## src/rtl/keypad_emulator_pkg.sv

```systemverilog
// keypad_pkg: shared types and constants for the keypad emulator.
//   kemu_state_t  - press/release sequencing states
//   key_code_t    - key code layout: column index in [3:2], row index in [1:0]
//   TICK_CNT_W    - width of the tick counter (limits up to 1023)
//   row_onehot()  - row index to one-hot row-line pattern
package keypad_pkg;

    localparam int TICK_CNT_W = 10;

    typedef enum logic [2:0] {
        IDLE,
        PRESS_BOUNCE,
        HOLD,
        RELEASE_BOUNCE,
        GAP
    } kemu_state_t;

    typedef struct packed {
        logic [1:0] col;
        logic [1:0] row;
    } key_code_t;

    function automatic logic [3:0] row_onehot(input logic [1:0] row);
        return 4'b0001 << row;
    endfunction

endpackage

```

## src/rtl/kemu_tick_counter.sv

```systemverilog
// kemu_tick_counter: counts tick_i pulses while enabled and flags the tick
// that brings the count up to limit_i.
//   clk, rst_i  - clock and asynchronous active-low reset
//   clear_i     - synchronous clear, wins over counting (state entry)
//   en_i        - counting enable
//   tick_i      - timebase enable pulse
//   limit_i     - number of ticks to count (1..1023)
//   done_o      - combinational: this tick is the limit_i-th one
module kemu_tick_counter
    import keypad_pkg::*;
(
    input  logic                  clk,
    input  logic                  rst_i,
    input  logic                  clear_i,
    input  logic                  en_i,
    input  logic                  tick_i,
    input  logic [TICK_CNT_W-1:0] limit_i,
    output logic                  done_o
);

    logic [TICK_CNT_W-1:0] cnt_q;
    logic [TICK_CNT_W-1:0] cnt_d;

    // done_o must not depend on clear_i: the owner derives clear_i from the
    // next state, which itself depends on done_o.
    always_comb begin
        cnt_d = cnt_q;
        if (clear_i) begin
            cnt_d = '0;
        end else if (en_i && tick_i) begin
            cnt_d = cnt_q + 1'b1;
        end
        done_o = en_i && tick_i && (cnt_q == (limit_i - 1'b1));
    end

    always_ff @(posedge clk or negedge rst_i) begin
        if (!rst_i) begin
            cnt_q <= '0;
        end else begin
            cnt_q <= cnt_d;
        end
    end

endmodule

```

## src/rtl/keypad_emulator.sv

```systemverilog
// keypad_emulator: behavioural 4x4 matrix keypad built as synthesizable RTL.
// A key code accepted over req/busy is "held" for HOLD_TICKS ticks; while
// held, the row line of the key is raised whenever the scanner drives the
// key's column. A released GAP of GAP_TICKS ticks follows, ended by done_o.
// Optional macro KEYPAD_EMU_BOUNCE_EN adds BOUNCE_TICKS-long bounce phases
// on press and release; without it both edges are clean.
//   clk         - system clock
//   rst_i       - asynchronous active-low reset
//   tick_i      - single-cycle timebase enable
//   req_i       - press request, sampled only in IDLE
//   key_i       - key code {col[1:0], row[1:0]}
//   col_i       - column currently driven by the scanner
//   fila_o      - registered row lines, one-hot or zero
//   row_code_o  - registered row index while fila_o != 0, else 0
//   busy_o      - key sequence in progress
//   done_o      - one-cycle pulse in the first IDLE cycle after GAP
module keypad_emulator
    import keypad_pkg::*;
#(
    parameter int HOLD_TICKS   = 50,
    parameter int GAP_TICKS    = 20,
    parameter int BOUNCE_TICKS = 4
) (
    input  logic       clk,
    input  logic       rst_i,
    input  logic       tick_i,
    input  logic       req_i,
    input  logic [3:0] key_i,
    input  logic [1:0] col_i,
    output logic [3:0] fila_o,
    output logic [1:0] row_code_o,
    output logic       busy_o,
    output logic       done_o
);

    kemu_state_t           state_q, state_d;
    key_code_t             key_q, key_d;
    logic [3:0]            fila_q, fila_d;
    logic [1:0]            row_q, row_d;
    logic                  done_q, done_d;
    logic                  cnt_done;
    logic                  cnt_en;
    logic                  cnt_clear;
    logic [TICK_CNT_W-1:0] cnt_limit;
    logic                  pressed;
    logic                  col_match;

    // Limit for whichever state is counting.
    always_comb begin
        cnt_limit = TICK_CNT_W'(1);
        case (state_q)
            PRESS_BOUNCE,
            RELEASE_BOUNCE: cnt_limit = TICK_CNT_W'(BOUNCE_TICKS);
            HOLD:           cnt_limit = TICK_CNT_W'(HOLD_TICKS);
            GAP:            cnt_limit = TICK_CNT_W'(GAP_TICKS);
            default:        cnt_limit = TICK_CNT_W'(1);
        endcase
    end

`ifdef KEYPAD_EMU_BOUNCE_EN
    assign cnt_en = (state_q != IDLE);
`else
    assign cnt_en = (state_q == HOLD) || (state_q == GAP);
`endif

    // Clearing on every state change means a tick sampled on an entry edge
    // is never counted by the new state.
    assign cnt_clear = (state_d != state_q);

    kemu_tick_counter u_tick_counter (
        .clk     (clk),
        .rst_i   (rst_i),
        .clear_i (cnt_clear),
        .en_i    (cnt_en),
        .tick_i  (tick_i),
        .limit_i (cnt_limit),
        .done_o  (cnt_done)
    );

    // Next-state logic; done is registered so it lands in the first IDLE
    // cycle, the same cycle busy_o drops.
    always_comb begin
        state_d = state_q;
        key_d   = key_q;
        done_d  = 1'b0;
        case (state_q)
            IDLE: begin
                if (req_i) begin
                    state_d = PRESS_BOUNCE;
                    key_d   = key_code_t'(key_i);
                end
            end
            PRESS_BOUNCE: begin
`ifdef KEYPAD_EMU_BOUNCE_EN
                if (cnt_done) state_d = HOLD;
`else
                state_d = HOLD;
`endif
            end
            HOLD: begin
                if (cnt_done) state_d = RELEASE_BOUNCE;
            end
            RELEASE_BOUNCE: begin
`ifdef KEYPAD_EMU_BOUNCE_EN
                if (cnt_done) state_d = GAP;
`else
                state_d = GAP;
`endif
            end
            GAP: begin
                if (cnt_done) begin
                    state_d = IDLE;
                    done_d  = 1'b1;
                end
            end
            default: state_d = IDLE;
        endcase
    end

`ifdef KEYPAD_EMU_BOUNCE_EN
    logic lvl_q, lvl_d;

    // Bounce level: starts closed on press, open on release, flips per tick.
    always_comb begin
        lvl_d = lvl_q;
        if (state_q == IDLE && state_d == PRESS_BOUNCE) begin
            lvl_d = 1'b1;
        end else if (state_q == HOLD && state_d == RELEASE_BOUNCE) begin
            lvl_d = 1'b0;
        end else if ((state_q == PRESS_BOUNCE || state_q == RELEASE_BOUNCE) && tick_i) begin
            lvl_d = ~lvl_q;
        end
    end

    always_ff @(posedge clk or negedge rst_i) begin
        if (!rst_i) begin
            lvl_q <= 1'b0;
        end else begin
            lvl_q <= lvl_d;
        end
    end

    assign pressed = (state_q == HOLD) ||
                     ((state_q == PRESS_BOUNCE || state_q == RELEASE_BOUNCE) && lvl_q);
`else
    assign pressed = (state_q == HOLD);
`endif

    assign col_match = (col_i == key_q.col);

    always_comb begin
        fila_d = '0;
        row_d  = '0;
        if (pressed && col_match) begin
            fila_d = row_onehot(key_q.row);
            row_d  = key_q.row;
        end
    end

    always_ff @(posedge clk or negedge rst_i) begin
        if (!rst_i) begin
            state_q <= IDLE;
            key_q   <= '0;
            fila_q  <= '0;
            row_q   <= '0;
            done_q  <= 1'b0;
        end else begin
            state_q <= state_d;
            key_q   <= key_d;
            fila_q  <= fila_d;
            row_q   <= row_d;
            done_q  <= done_d;
        end
    end

    assign fila_o     = fila_q;
    assign row_code_o = row_q;
    assign busy_o     = (state_q != IDLE);
    assign done_o     = done_q;

endmodule

```

## config.mk

```make
export PLATFORM = sky130hd
export DESIGN_NAME = keypad_emulator
export DESIGN_NICKNAME = d
export VERILOG_FILES = /design/src/rtl/keypad_emulator_pkg.sv /design/src/rtl/kemu_tick_counter.sv /design/src/rtl/keypad_emulator.sv
export SDC_FILE = /design/constraint.sdc
export NUM_CORES = 1
export LEC_CHECK = 0
export ABC_CLOCK_PERIOD_IN_PS = 2280
export CORE_MARGIN = 2
export CORE_UTILIZATION = 55
export CTS_CLUSTER_SIZE = 16
export DETAILED_ROUTE_END_ITERATION = 8
export PLACE_DENSITY = 0.84
export SYNTH_ARGS = -nofsm -noshare
export SYNTH_HDL_FRONTEND = slang
export SYNTH_SLANG_ARGS = --single-unit
```

## constraint.sdc

```tcl
create_clock -name clk -period 2.28 [get_ports clk]
set_input_delay 0.456 -clock clk [delete_from_list [all_inputs] [get_ports clk]]
set_output_delay 0.456 -clock clk [all_outputs]
set_load 0.02 [all_outputs]
```

### Clock network drawn from the DEF, run 1

Scale: 8 px per micron.
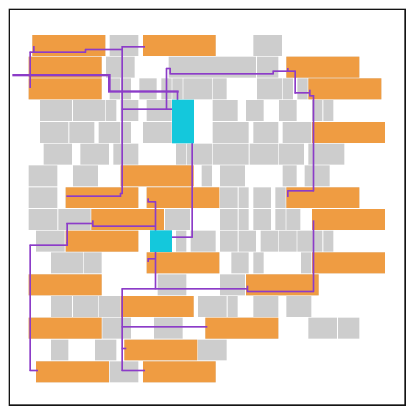
Key: orange = flip-flops [count 24]; cyan = clock drivers [count 3]; purple = clock wires [length 254 microns]
Position of the flops: all over the die. There are 4 routed clock nets.
Clock group: 303 uW
clk latency late pin: 0.31 ns
Clk pwr share: 22.0%
Post-Route Skew: 0.000622 ns

### Where the registers sit, run 1

Scale: 6 px per micron. Other sequential cells in the stronger gray, the rest of the logic in the fainter gray.
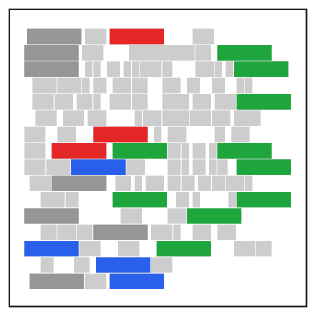
Key: blue = fila_o [flops 4]; green = u_tick_counter.cnt_q [flops 10]; red = state_q [flops 3]
Another 7 sequential cells are not colored.
fraction of area in registers: 43.8%
fin util: 70.6%
seq pwr: 612 uW

==> results_slide.txt, run 1 <==
Run Summary

Outcome
  • Outcome: finished clean

Worst setup path
  • Crit Path Class: reg2out
  • FF-to-FF End: u_tick_counter.cnt_q[3]$_DFFE_PN0P_
  • Worst setup SP type: flop
  • Max stage delay on crit path: 0.60 ns
  • Worst reg2reg path startpoint: state_q[1]$_DFF_PN0_
  • Register-to-register setup slack: 0.60 ns
  • CP required: 1.82 ns
  • Critical Path AT: 1.63 ns
  • Crit Path Max Fanout: 9
  • Crit. End Element: primary output
  • Critical path, cell by cell: nor2_1, nand2_1, clkdlybuf4s50_1
  • R2r worst-path depth: 4
  • Delay-heaviest family, CP: buffers and inverters
  • Worst path bufs/invs: 1
  • Worst path slowest cell: clkdlybuf4s50_1

Pwr
  • NetSw: 466 uW
  • Leak: 0.582 nW
  • Sw Share: 33.8%
  • Gate power share: 33.6%
  • PwrDens: 1010 mW/mm^2
  • Power Internal: 913 uW
  • Power Total: 1.38 mW
  • Sequential Power Share: 44.4%
  • Worst vdd ir: 0.840 mV

GRT
  • GRT Total Usage: 18.1%
  • Initial antenna violation count: 0
  • GR Overflow Total: 0
  • First-pass GRT wire length: 3390 microns
  • Largest net degree at the start of global routing: 25
  • Vias in the first global route: 789

Die
  • FP Rows: 16
  • Core Area: 0.00194 sq mm
  • Io pins: 18
  • Die Height: 49.3 microns
  • Initial Util: 58.1%
  • DIE WIDTH: 49.3 microns
  • Die footprint: 0.00243 sq mm

Final timing
  • Hold Vio Cnt, Final: 0
  • Highest clock rate: 478 MHz
  • Fin crit share: 91.7%
  • Fin. max-slew vios: 0
  • RSZ-0062 raised after global routing: false
  • Slew headroom: 55.3%
  • Worst slew pin tran: 0.665 ns
  • Final min period: 2.09 ns
  • Final setup vio count: 0
  • PnR worst setup slack: 0.189 ns
  • Total Neg Setup Slack: 0 ns

Place
  • Buffers on Ports: 17
  • Post-DP HPWL: 1370 microns
  • RD Place Congestion: 0.898
  • Setup Slack @ Placement: 0.350 ns

Routing
  • DR WL/cell: 12.8 microns
  • DRT Pass-1 Iters: 4
  • First DRT Iteration DRCs: 16
  • Via-per-instance ratio: 5.23
  • Final routed DRC violation total: 0
  • Antenna-violating nets left: 0

Layout
  • Antenna cells: 0
  • Most numerous logic cell after layout: dfrtp_1
  • Final nets: 131
  • Area delta synth->final: 21.4%
  • Fraction of layout cells with a size suffix above 1: 12.6%
  • Top Layout Cells: dfrtp_1, clkdlybuf4s50_1, nor2_1

Synth
  • Post-synthesis area per instance: 11.3 sq um
  • Synth async-reset ratio: 100%
  • Post-Syn Nets: 111
  • # Cells Yosys: 100
  • #FFs+latches synth: 24
  • Post-synth EDFFs: 0
  • Synth warn: 0
  • Netlist Area Pre-Place: 0.00113 sq mm
  • Register area share after synthesis: 53.2%
  • Top FF cell, synth: dfrtp_1
  • Post-synthesis chip area from yosys: 0.00113 sq mm
  • Synthesized instance count: 100
  • Synth unique cells: 32

CTS
  • CTS clk-pin slew, worst paths: 0.13 ns
  • CTS tree: done
  • Deepest clock path buffer count: 2
  • Post-CTS Resized: 0
  • CTS Hold Buffers Added: 0
  • Post-CTS Setup Inserts: 0
  • Number of buffers created by CTS: 3
  • Clock Sinks: 24
  • Clk root buf: clkbuf_4
  • CTS H-tree lvls: 1

Job
  • Max_cap viols: 0
  • Tally of OpenROAD warnings: 26

Worst hold path
  • Worst hold path type: in2async
### Metal 3, run 1

Scale: 6 px per micron. Cells faint in the background.
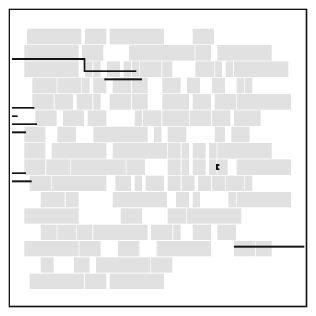
The layer holds 3.0% of the routed length. 10 nets have wire on it.
Vias: 764
Total Wirelength: 1870 microns
Global Route met3 Usage: 3.99%

-- run 1: logic make-up after synthesis --
family	share of synthesized area (%)
and+or+nand+nor	25.7
DFF	53.2
xor gates and xnor gates	10.1
muxes	4.88
AOI/OAI and AO/OA	2.66
buffers and inverters	2.33
adders and majority gates	1.11
-- run 1: metrics by stage --
stage                     std cells  instance area [sq um]  hold slack, ns
after CTS                       146                   1370           0.480
after global routing            146                   1370           0.499
after floorplan                 100                   1130           0.160
after detailed placement        142                   1320           0.473
after global placement          142                   1320           0.477
final                           146                   1370           0.481
-- run 1: cell usage after synthesis, types with 2 or more instances --
| master | number | area, sq um |
|---|---|---|
| xor2_1 | 2 | 17.5 |
| dfrtp_1 | 24 | 601 |
| nor3_1 | 2 | 10.0 |
| and3_1 | 3 | 18.8 |
| nor4_1 | 6 | 37.5 |
| mux2_2 | 4 | 45.0 |
| nand2_1 | 6 | 22.5 |
| nor2_1 | 14 | 52.6 |
| nand4_1 | 3 | 18.8 |
| and4bb_2 | 2 | 25.0 |
| and3b_1 | 2 | 17.5 |
| xnor2_1 | 11 | 96.3 |
| nor2b_1 | 2 | 12.5 |
-- run 1: layer usage --
| metal | GRT usage, % | vias to the layer above | part of all wire (%) |
|---|---|---|---|
| met3 | 3.99 | 0 | 3.0 |
| li1 | - | 386 | - |
| met5 | 0 | - | 0 |
| met2 | 29.7 | 12 | 49 |
| met1 | 23.8 | 366 | 48 |
| met4 | 5.71 | 0 | 0 |
-- run 1: power groups by stage --
| stage | clock network, mW | registers, mW | logic, mW |
|---|---|---|---|
| 2_1_floorplan | 0 | 0.587 | 0.381 |
| 3_3_place_gp | 0 | 0.615 | 0.453 |
| 3_5_place_dp | 0 | 0.620 | 0.467 |
| 4_1_cts | 0.312 | 0.611 | 0.468 |
| 5_1_grt | 0.328 | 0.627 | 0.509 |
| 6_report | 0.303 | 0.612 | 0.464 |
-- run 1: worst max path at each step --
stage	startpoint	cells past startpoint	endpoint	slack [ns]
2_1_floorplan	state_q[2]$_DFF_PN0_	5	state_q[2]$_DFF_PN0_	0.80
3_3_place_gp	tick_i	5	state_q[2]$_DFF_PN0_	0.41
3_5_place_dp	tick_i	5	state_q[2]$_DFF_PN0_	0.35
4_1_cts	state_q[1]$_DFF_PN0_	3	busy_o	0.20
5_1_grt	state_q[1]$_DFF_PN0_	3	busy_o	0.1
6_report	state_q[1]$_DFF_PN0_	3	busy_o	0.19
-- run 1: flip-flops by register name, summed over array words and instances (netlist names) --
signal,flops
row_code_o,2
done_o,1
fila_o,4
key_q,4
u_tick_counter.cnt_q,10
state_q,3
-- run 1: final cells by class --
type | instances | area (sq um)
Sequential cell | 24 | 601
Fill cell | 148 | 572
Multi-Input combinational cell | 72 | 502
Timing Repair Buffer | 18 | 178
Tap cell | 27 | 33.8
Clock inverter | 1 | 30.0
Clock buffer | 3 | 22.5
Inverter | 1 | 3.75
--- run 2 (diff from run 1) ---
SLEW_MARGIN = 20   (was unset)
### Clock network drawn from the DEF, run 2

Scale: 8 px per micron.
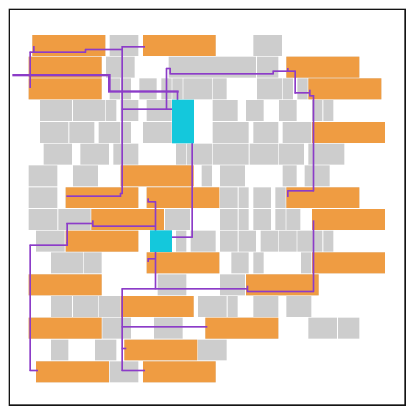

### Signal wires by layer, run 2

Scale: 6 px per micron.
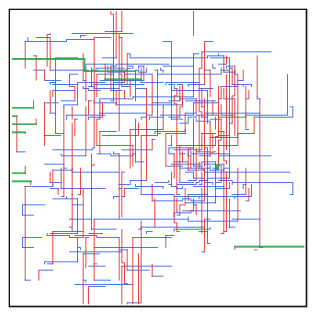
Key: red = metal 2 [wire length 918 microns]; green = metal 3 [wire length 56.2 microns]; blue = metal 1 [wire length 891 microns]
GRT Total Usage: 18.1%
DR WL/cell: 12.8 microns

### Where the registers sit, run 2

Scale: 6 px per micron. Other sequential cells in the stronger gray, the rest of the logic in the fainter gray.
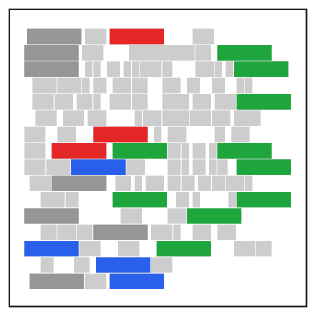
Key: blue = fila_o [flops 4]; red = state_q [flops 3]; green = u_tick_counter.cnt_q [flops 10]
register area: 601 sq um

==> run 2 against run 1 <==
Compared with the run above: cell count stayed put; count of clock-buffer cells in the layout unchanged; die size is the same; flip-flop count unchanged; routed wire length stayed put; final area stayed put; synthesized cell count stayed put.
==> results_slide.txt, run 2 <==
Run Summary

CTS
  • Number of buffers created by CTS: 3 (unchanged)
  • Post-CTS Setup Inserts: 0 (unchanged)
  • CTS tree: done (unchanged)
  • Clk latency late pin: 0.31 ns (about the same)
  • CTS clk-pin slew, worst paths: 0.13 ns (about the same)
  • Clk root buf: clkbuf_4 (unchanged)
  • Post-CTS Resized: 0 (unchanged)
  • CTS H-tree lvls: 1 (unchanged)
  • CTS Hold Buffers Added: 0 (unchanged)
  • Clock Sinks: 24 (unchanged)
  • Deepest clock path buffer count: 2 (unchanged)

Place
  • Placed Cells: 142 (unchanged)
  • Buffers on Ports: 17 (unchanged)
  • Post-DP HPWL: 1370 microns (unchanged)
  • RD Place Congestion: 0.898 (unchanged)
  • Setup Slack @ Placement: 0.350 ns (unchanged)

Layout
  • Largest register by flop count: u_tick_counter.cnt_q (unchanged)
  • Top Layout Cells: dfrtp_1, clkdlybuf4s50_1, nor2_1 (unchanged)
  • Filler instances: 148 (unchanged)
  • Most numerous logic cell after layout: dfrtp_1 (unchanged)
  • Layout Cells excl Fill: 146 (unchanged)
  • Final nets: 131 (unchanged)
  • Area delta synth->final: 21.4% (unchanged)
  • Antenna cells: 0 (unchanged)
  • Fraction of layout cells with a size suffix above 1: 12.6% (unchanged)
  • Max reg flops: 10 (unchanged)

Worst setup path
  • Crit Path Class: reg2out (unchanged)
  • CP required: 1.82 ns (about the same)
  • Worst setup SP type: flop (unchanged)
  • CP Launch Point: state_q[1]$_DFF_PN0_ (unchanged)
  • Crit. End Element: primary output (unchanged)
  • Worst reg2reg path startpoint: state_q[1]$_DFF_PN0_ (unchanged)
  • Critical Path AT: 1.63 ns (about the same)
  • R2r worst-path depth: 4 (unchanged)
  • Crit Path Max Fanout: 9 (unchanged)

Synth
  • Synth async-reset ratio: 100% (unchanged)
  • # Cells Yosys: 100 (unchanged)
  • Top-count cell post-synth: dfrtp_1 (unchanged)
  • Top cells, area: dfrtp_1, xnor2_1, nor2_1 (unchanged)
  • Top-area cell share: 53.2% (unchanged)
  • Synthesized instance count: 100 (unchanged)
  • Synth warn: 0 (unchanged)
  • #FFs+latches synth: 24 (unchanged)
  • Post-synthesis chip area from yosys: 0.00113 sq mm (unchanged)
  • Top FF cell, synth: dfrtp_1 (unchanged)
  • Register area share after synthesis: 53.2% (unchanged)
  • Synth unique cells: 32 (unchanged)
  • Post-synthesis area per instance: 11.3 sq um (unchanged)
  • Post-Syn Nets: 111 (unchanged)
  • Netlist Area Pre-Place: 0.00113 sq mm (unchanged)
  • Post-synth EDFFs: 0 (unchanged)
  • Post-synth top cells: dfrtp_1, nor2_1, xnor2_1 (unchanged)
  • Synth area leader: dfrtp_1 (unchanged)

Final timing
  • Final setup vio count: 0 (unchanged)
  • Highest clock rate: 478 MHz (unchanged)
  • Total Neg Setup Slack: 0 ns (unchanged)
  • Hold Slack: 0.481 ns (unchanged)
  • Worst slew pin tran: 0.665 ns (unchanged)
  • RSZ-0062 raised after global routing: false (unchanged)
  • Fin. max-slew vios: 0 (unchanged)
  • Post-Route Skew: 0.000622 ns (unchanged)
  • Final min period: 2.09 ns (unchanged)
  • Hold Vio Cnt, Final: 0 (unchanged)
  • Fin crit share: 91.7% (unchanged)
  • PnR worst setup slack: 0.189 ns (unchanged)
  • Slew headroom: 55.3% (unchanged)

Die
  • Core Area: 0.00194 sq mm (unchanged)
  • FP Rows: 16 (unchanged)
  • Die footprint: 0.00243 sq mm (unchanged)
  • Io pins: 18 (unchanged)
  • DIE WIDTH: 49.3 microns (unchanged)
  • Die Height: 49.3 microns (unchanged)
  • Initial Util: 58.1% (unchanged)

Outcome
  • Outcome: finished clean (unchanged)

Routing
  • Final routed DRC violation total: 0 (unchanged)
  • Vias: 764 (unchanged)
  • Antenna-violating nets left: 0 (unchanged)
  • DRT Pass-1 Iters: 4 (unchanged)
  • First DRT Iteration DRCs: 16 (unchanged)
  • Total Wirelength: 1870 microns (unchanged)
  • Via-per-instance ratio: 5.23 (unchanged)

Worst hold path
  • Worst hold path type: in2async (unchanged)

Pwr
  • Worst vdd ir: 0.840 mV (unchanged)
  • Leak: 0.582 nW (unchanged)
  • PwrDens: 1010 mW/mm^2 (unchanged)

GRT
  • GR Overflow Total: 0 (unchanged)
  • First-pass GRT wire length: 3390 microns (unchanged)
  • Vias in the first global route: 789 (unchanged)
  • Initial antenna violation count: 0 (unchanged)
  • Largest net degree at the start of global routing: 25 (unchanged)

Job
  • Max_cap viols: 0 (unchanged)
  • Tally of OpenROAD warnings: 26 (unchanged)
==> run 2: cell counts after synthesis <==
No cell type changed its count.
==> run 2: per-layer routing <==
metal | global-route usage [%] | wire length (microns) | part of all wire (%) | up-vias
met5 | 0 | 0 | 0 | -
met4 | 5.71 | 0 | 0 | 0
met3 | 3.99 | 56 | 3.0 | 0
met2 | 29.7 | 918 | 49 | 12
met1 | 23.8 | 890 | 48 | 366
li1 | - | - | - | 386
==> run 2: area by class of cell <==
| cell class | count | area (sq um) | area share [%] |
|---|---|---|---|
| clock buffer | 3 | 22.5 | 1.64 |
| clock inverter | 1 | 30.0 | 2.19 |
| inverter | 1 | 3.75 | 0.274 |
| multi-input combinational | 72 | 502 | 36.6 |
| sequential | 24 | 601 | 43.8 |
| tap | 27 | 33.8 | 2.47 |
| timing repair buffer | 18 | 178 | 13.0 |
==> run 2: through the flow <==
step                util (%)  power (mW)  area, sq um
finish                  70.6        1.38         1370
global route            70.6        1.46         1370
CTS                     70.6        1.39         1370
detailed placement      67.8        1.09         1320
global placement        67.8        1.07         1320
floorplan                  -       0.967         1130
==> run 2: kinds of logic (layout without fill, tap and decap cells) <==
| family | Yosys count | after routing | share of synthesized area (%) |
|---|---|---|---|
| flip-flops | 24 | 24 | 53.2 |
| buffers and inverters | 4 | 23 | 2.33 |
| AND/OR/NAND/NOR | 49 | 49 | 25.7 |
| adder cells (fa/ha/maj) | 1 | 1 | 1.11 |
| multiplexers | 5 | 5 | 4.88 |
| AND-OR/OR-AND | 4 | 4 | 2.66 |
| XOR/XNOR | 13 | 13 | 10.1 |
==> run 2: final timing paths <==
check                                                       to  slack [ns]
max in group asynchronous                 key_q[3]$_DFFE_PN0P_        1.57
min                        u_tick_counter.cnt_q[3]$_DFFE_PN0P_        0.48
max                                                     busy_o        0.19
max reg2reg                u_tick_counter.cnt_q[3]$_DFFE_PN0P_        0.60
min reg2reg                                fila_o[0]$_DFF_PN0_        0.49
min in group clk                           fila_o[0]$_DFF_PN0_        0.49
==> run 2: worst max-delay path, stage by stage (launching register included) <==
cell and delay, ns:
dfrtp_1 0.54, nor2_1 0.11, nand2_1 0.08, clkdlybuf4s50_1 0.60
==> run 2: where the power goes <==
part / internal [mW] / leakage (nW) / switching [mW]
registers: 0.509 / 0.322 / 0.104
logic: 0.227 / 0.232 / 0.237
clock network: 0.178 / 0.0279 / 0.126
total: 0.913 / 0.582 / 0.466
Power figures rest on the tool's default switching activity, not on a simulated workload.
